==> config.mk <==
export PLATFORM = sky130hd
export DESIGN_NAME = sc_et_decoder_flat
export DESIGN_NICKNAME = d
export VERILOG_FILES = /design/src/rtl/sc_pkg.sv /design/src/rtl/sc_et_decoder_if.sv /design/src/rtl/sc_ckpt_est.sv /design/src/rtl/sc_et_decoder.sv /design/src/flat_wrapper.sv
export SDC_FILE = /design/constraint.sdc
export NUM_CORES = 1
export LEC_CHECK = 0
export CELL_PAD_IN_SITES_DETAIL_PLACEMENT = 2
export CELL_PAD_IN_SITES_GLOBAL_PLACEMENT = 2
export CORE_AREA = 2 2 90 136
export CTS_BUF_LIST = sky130_fd_sc_hd__clkbuf_16
export DETAILED_ROUTE_END_ITERATION = 10
export DIE_AREA = 0 0 92 138
export GPL_TIMING_DRIVEN = 0
export MAX_ROUTING_LAYER = met4
export PLACE_DENSITY = 0.77
export SYNTH_ARGS = -nofsm -noshare
export SYNTH_HDL_FRONTEND = slang
export SYNTH_SLANG_ARGS = --single-unit
==> constraint.sdc <==
create_clock -name clk -period 10.7 [get_ports clk]
set_clock_uncertainty 0.15 [all_clocks]
set_input_delay 1.605 -clock clk [delete_from_list [all_inputs] [get_ports clk]]
set_output_delay 1.605 -clock clk [all_outputs]
set_load 0.03 [all_outputs]
**Run 1: metal 1**

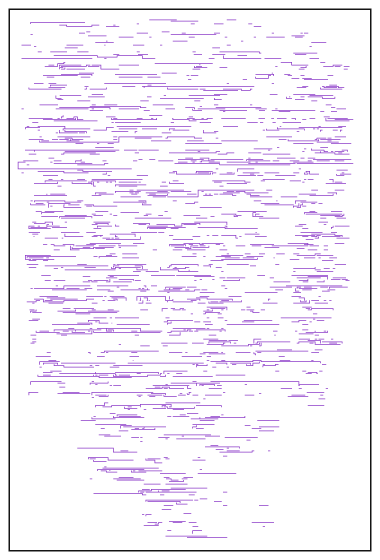
wire length on this layer = 4490 µm
nets with wire on the layer = 484
Total Wirelength: 12.8 mm
met1 global-route usage: 0.209
overall via count from detail_route: 3642

**Run 1: cell area per tile**

The die is cut into 9 by 14 equal tiles; white is low, dark blue is high, 0 to 100% covered.
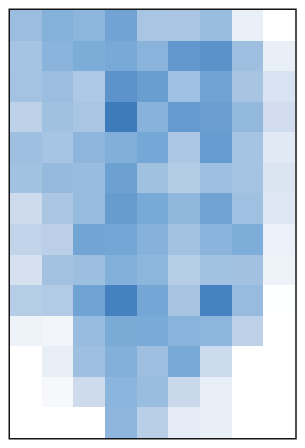
fullest tile = 70%
nearly empty tiles = 11%
mean over tiles = 33%
FP Core Util: 0.329
CORE AREA: 11600 µm²

**Run 1: cell outlines without signal wires**

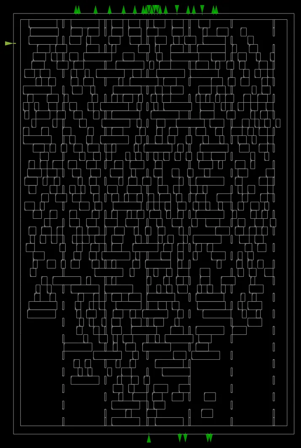
flop share of the area: 0.260
post-layout instance count excluding filler cells: 639
layout filler cell count: 1356

==> Table 3: Implementation characteristics, run 1 <==
Physical design parameters

Parameter                              Value

Status
  Result of the run .................. finished clean

GRT
  Pin count of the biggest net entering global routing .................. 37
  Wire length of the first global-routing pass .................. ~22 mm
  Fraction of met2 tracks used by global routing .................. 0.439
  Met3 track utilization from global routing .................. 0.0147

Final layout
  Synthesis-to-layout area growth .................. 15.6%
  Nets .................. slightly above 500
  Clock network area share .................. 0.0310
  Number of non-clock buffers .................. around 51
  Multi-input gate count .................. ~350
  Share of the core filled with cells in the final layout .................. 0.381
  Clock buf count .................. 5
  Share of cells above drive strength 1 .................. 0.0947

Critical path
  Critical Path Sink Type .................. flip-flop
  Critical Setup Path Class .................. flip-flop to flip-flop
  CP Max Fanout .................. 10
  Data required, critical path .................. 10.72 ns
  Data arrival at the endpoint of the critical path .................. approximately 8.8 ns
  Top cell family by delay on the critical path .................. AND-OR/OR-AND gates

Clock network
  CTS Root Cell .................. clkbuf_16
  Clock insertion delay at the later pin of the skew report .................. 0.28 ns
  Quantity of gates resized following cts .................. 0
  Inserted Clock Buffers .................. 5
  Number of buffers added for setup after CTS .................. 0
  CTS tree .................. done

Yosys
  Post-synthesis register bit count .................. ~46
  Cell count in the Yosys report .................. ~450
  Synth cell types .................. 60
  Top-area cell share .................. 0.300
  Share of synthesized registers carrying an async set or reset .................. 1.00
  Synthesis area per yosys .................. 3840 µm²

STA
  Final Hold Fails .................. 0
  Relative max-transition margin .................. 0.315
  Ratio of final minimum period to clock period .................. 0.824
  Worst Max-Slew Pin Slew .................. about 1.0 ns

Power
  Power per unit of standard cell area .................. between 100 and 150 nW/µm²
  VDD IR max .................. between 50 and 60 µV

Drt
  Wire length on met2 .................. a little under 8 mm
  Remaining design rule violation count .................. 0
  Count of nets left with antenna violations after detail routing .................. 0
  Violation tally from detailed-route iteration zero .................. ~140
  Met1 layer wirelength in the final routing .................. about 4.5 mm

Run
  Max Cap Viol .................. 0
  Number of warnings in the stage logs .................. 35

Worst hold path
  Worst Hold Class .................. flip-flop to flip-flop

Floorplanning
  I/O pins .................. 26
  Die Span Y .................. around 140 µm
  Tap cell count .................. 153
run 1: through the flow:
stage	total power [µW]	worst slack (ns)	hold WS (ns)	std cells
finish	494	1.89	0.340	639
detailed placement	347	1.77	0.329	631
CTS	500	1.86	0.345	639
global route	526	1.31	0.375	639
global placement	339	1.88	0.326	630
floorplan	295	3.68	0.310	452
run 1: cell families after synthesis:
logic type                 Yosys count  share of synthesized area
AOI/OAI and AO/OA                  147                      0.250
xor gates and xnor gates            18                     0.0411
adders and majority gates           21                     0.0685
buffers and inverters               56                     0.0613
DFF                                 46                      0.300
muxes                               27                     0.0920
and+or+nand+nor                    137                      0.187
run 1: power breakdown:
part / leakage [µW] / switching (µW) / internal (µW)
Combinational: 0.00129 / 107 / 58.0
Clock: 0.0000724 / 64.6 / 84.6
Sequential: 0.000617 / 3.26 / 176
run 1: cell usage in the layout (no fill, tap or decap), types with 5 or more instances in the layout:
master / Yosys / routed
o22ai_1: 5 / 5
xor2_1: 7 / 7
a21o_1: 10 / 10
and3_1: 8 / 8
xnor2_1: 11 / 11
a22o_1: 9 / 9
and2_1: 6 / 6
a211oi_1: 8 / 8
nand4_1: 6 / 6
nor2_1: 24 / 24
clkbuf_1: 12 / 12
o21ai_1: 15 / 15
clkbuf_16: 0 / 5
ha_1: 21 / 21
mux2i_1: 6 / 6
inv_1: 29 / 29
o211ai_1: 6 / 6
o21ai_0: 32 / 32
a21oi_1: 22 / 22
nand2b_1: 8 / 8
mux4_2: 5 / 5
dfrtp_1: 46 / 46
o21a_1: 7 / 7
nand3b_1: 5 / 5
nand3_1: 11 / 11
a31oi_1: 5 / 5
clkdlybuf4s50_1: 0 / 25
mux2_2: 11 / 11
mux2_1: 5 / 5
buf_2: 12 / 12
nand2_1: 35 / 35
nor3_1: 14 / 14
## Run 2: what changed since run 1
CORE_AREA = 2 2 92 138   (was 2 2 90 136)
DIE_AREA = 0 0 94 140   (was 0 0 92 138)
clock period = 7.3 ns   (was 10.7 ns; I/O delays follow)
==> run 2 against run 1 <==
Compared with the run above:
- via count grew 0.82%
- largest cell class unchanged
- clock power rose by 52%
- first-iteration DRC count is 11% lower
- sequential power up 46%
- critical endpoint is now u_core.bus.result[7]$_DFFE_PP0P_
==> Table 3: Implementation characteristics, run 2 <==
Physical design parameters

Parameter                              Value

Critical path
  Data arrival at the endpoint of the critical path .................. between 7 and 8 ns
  CP Max Fanout .................. 9
  Critical Path Sink Type .................. flip-flop
  Data required, critical path .................. roughly 7.3 ns
  Top cell family by delay on the critical path .................. AND-OR/OR-AND gates
  Critical Setup Path Class .................. flip-flop to flip-flop

Floorplanning
  FP Core Util .................. 0.321

Yosys
  Top-area cell share .................. 0.300
  Share of synthesized registers carrying an async set or reset .................. 1.00
  Synthesis area per yosys .................. approximately 3800 µm²
  Cell count in the Yosys report .................. 452
  Post-synthesis register bit count .................. 46

Power
  Switching part of the total .................. 0.362
  Power per unit of standard cell area .................. between 150 and 200 nW/µm²
  Sequential cell fraction of total power .................. 0.340
  VDD IR max .................. 71.1 µV
  Proportion of power drawn by the clock network .................. 0.292
  Cell internal power dissipation .................. between 400 and 500 µW
  Total net switching power .................. 280 µW
  Combinational cell fraction of total power .................. 0.368

STA
  Final Hold Fails .................. 0
  Ratio of final minimum period to clock period .................. 0.963
  Worst Max-Slew Pin Slew .................. slightly above 0.6 ns

Drt
  Violation tally from detailed-route iteration zero .................. approximately 130

Run
  Number of warnings in the stage logs .................. 35
  Max Cap Viol .................. 0

Clock network
  CTS Root Cell .................. clkbuf_16
  Inserted Clock Buffers .................. 5
  Clock insertion delay at the later pin of the skew report .................. 0.29 ns

GRT
  Wire length of the first global-routing pass .................. ~22 mm

Final layout
  Nets .................. about 510
  Post-layout instance count excluding filler cells .................. roughly 640

Status
  Result of the run .................. finished clean

Place
  Placed insts .................. ~630
run 2: cell counts after synthesis:
No cell type changed its count.
run 2: timing repair:
action | CTS | global route
endpoints found under the setup margin | 19 | 19
gates resized | 21 | 19
setup buffers | 2 | 1
pin swaps | 4 | 3
run 2: metal layers:
| layer | up-vias | track usage | share of wire |
|---|---|---|---|
| met5 | - | - | 0 |
| met4 | 0 | 0.0839 | 0.036 |
| li1 | 1712 | - | - |
| met2 | 46 | 0.421 | 0.59 |
| met1 | 1884 | 0.212 | 0.36 |
| met3 | 30 | 0.0167 | 0.010 |
run 2: per-stage QoR:
stage                     worst slack (ns)  TNS, ns  hold slack (ns)  power (µW)
after global routing               -0.0330   -0.276            0.379         817
final                                0.269        0            0.347         774
after detailed placement             -1.52   -24.00            0.344         510
after global placement               -1.30   -19.82            0.325         495
after floorplan                      0.283        0            0.310         433
after CTS                          0.00188        0            0.354         757
run 2: final cells by class:
cell class	instances	area (µm²)
multi-input combinational	350	2610
fill	1361	7330
inverter	31	121
clock buffer	5	125
sequential	46	1150
timing repair buffer	29	293
tap	153	191
buffer	22	118
clock inverter	3	12.5
run 2: cells by family after synthesis:
| family | count (synthesis) | synth area share |
|---|---|---|
| XOR/XNOR | 18 | 0.0411 |
| AND/OR/NAND/NOR | 137 | 0.187 |
| AND-OR/OR-AND | 147 | 0.250 |
| flip-flops | 46 | 0.300 |
| adder cells (fa/ha/maj) | 21 | 0.0685 |
| multiplexers | 27 | 0.0920 |
| buffers and inverters | 56 | 0.0613 |
run 2: power groups by stage:
stage | combinational [µW] | clock, µW | sequential (µW)
detailed placement | 243 | 0 | 267
global placement | 228 | 0 | 267
floorplan | 166 | 0 | 266
finish | 285 | 226 | 263
global route | 312 | 241 | 264
CTS | 264 | 230 | 263
**Run 2: cell outlines without signal wires**

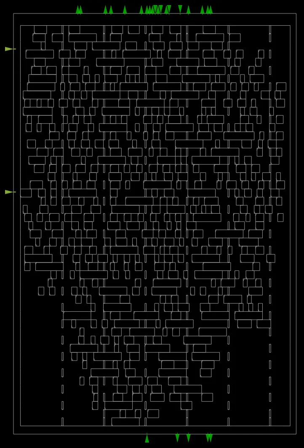
CORE AREA: 12000 µm²
seq_cells: 46
share of the core filled with cells in the final layout: 0.387
layout filler cell count: 1361

**Run 2: metal 1**

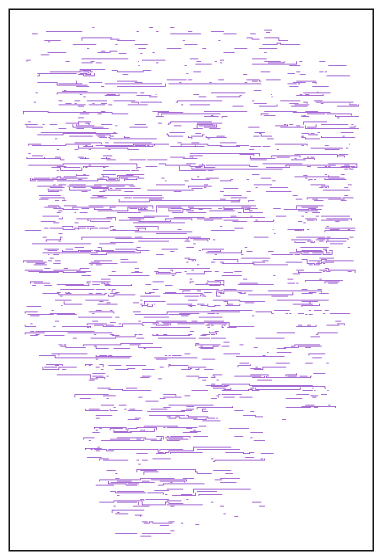
nets with wire on the layer = 485
longest straight run = 25.8 µm
main direction = horizontal
Total Wirelength: 13.3 mm
met1 global-route usage: 0.212
overall via count from detail_route: 3672

No activity file was given, so power comes from the tool's default toggle rates.
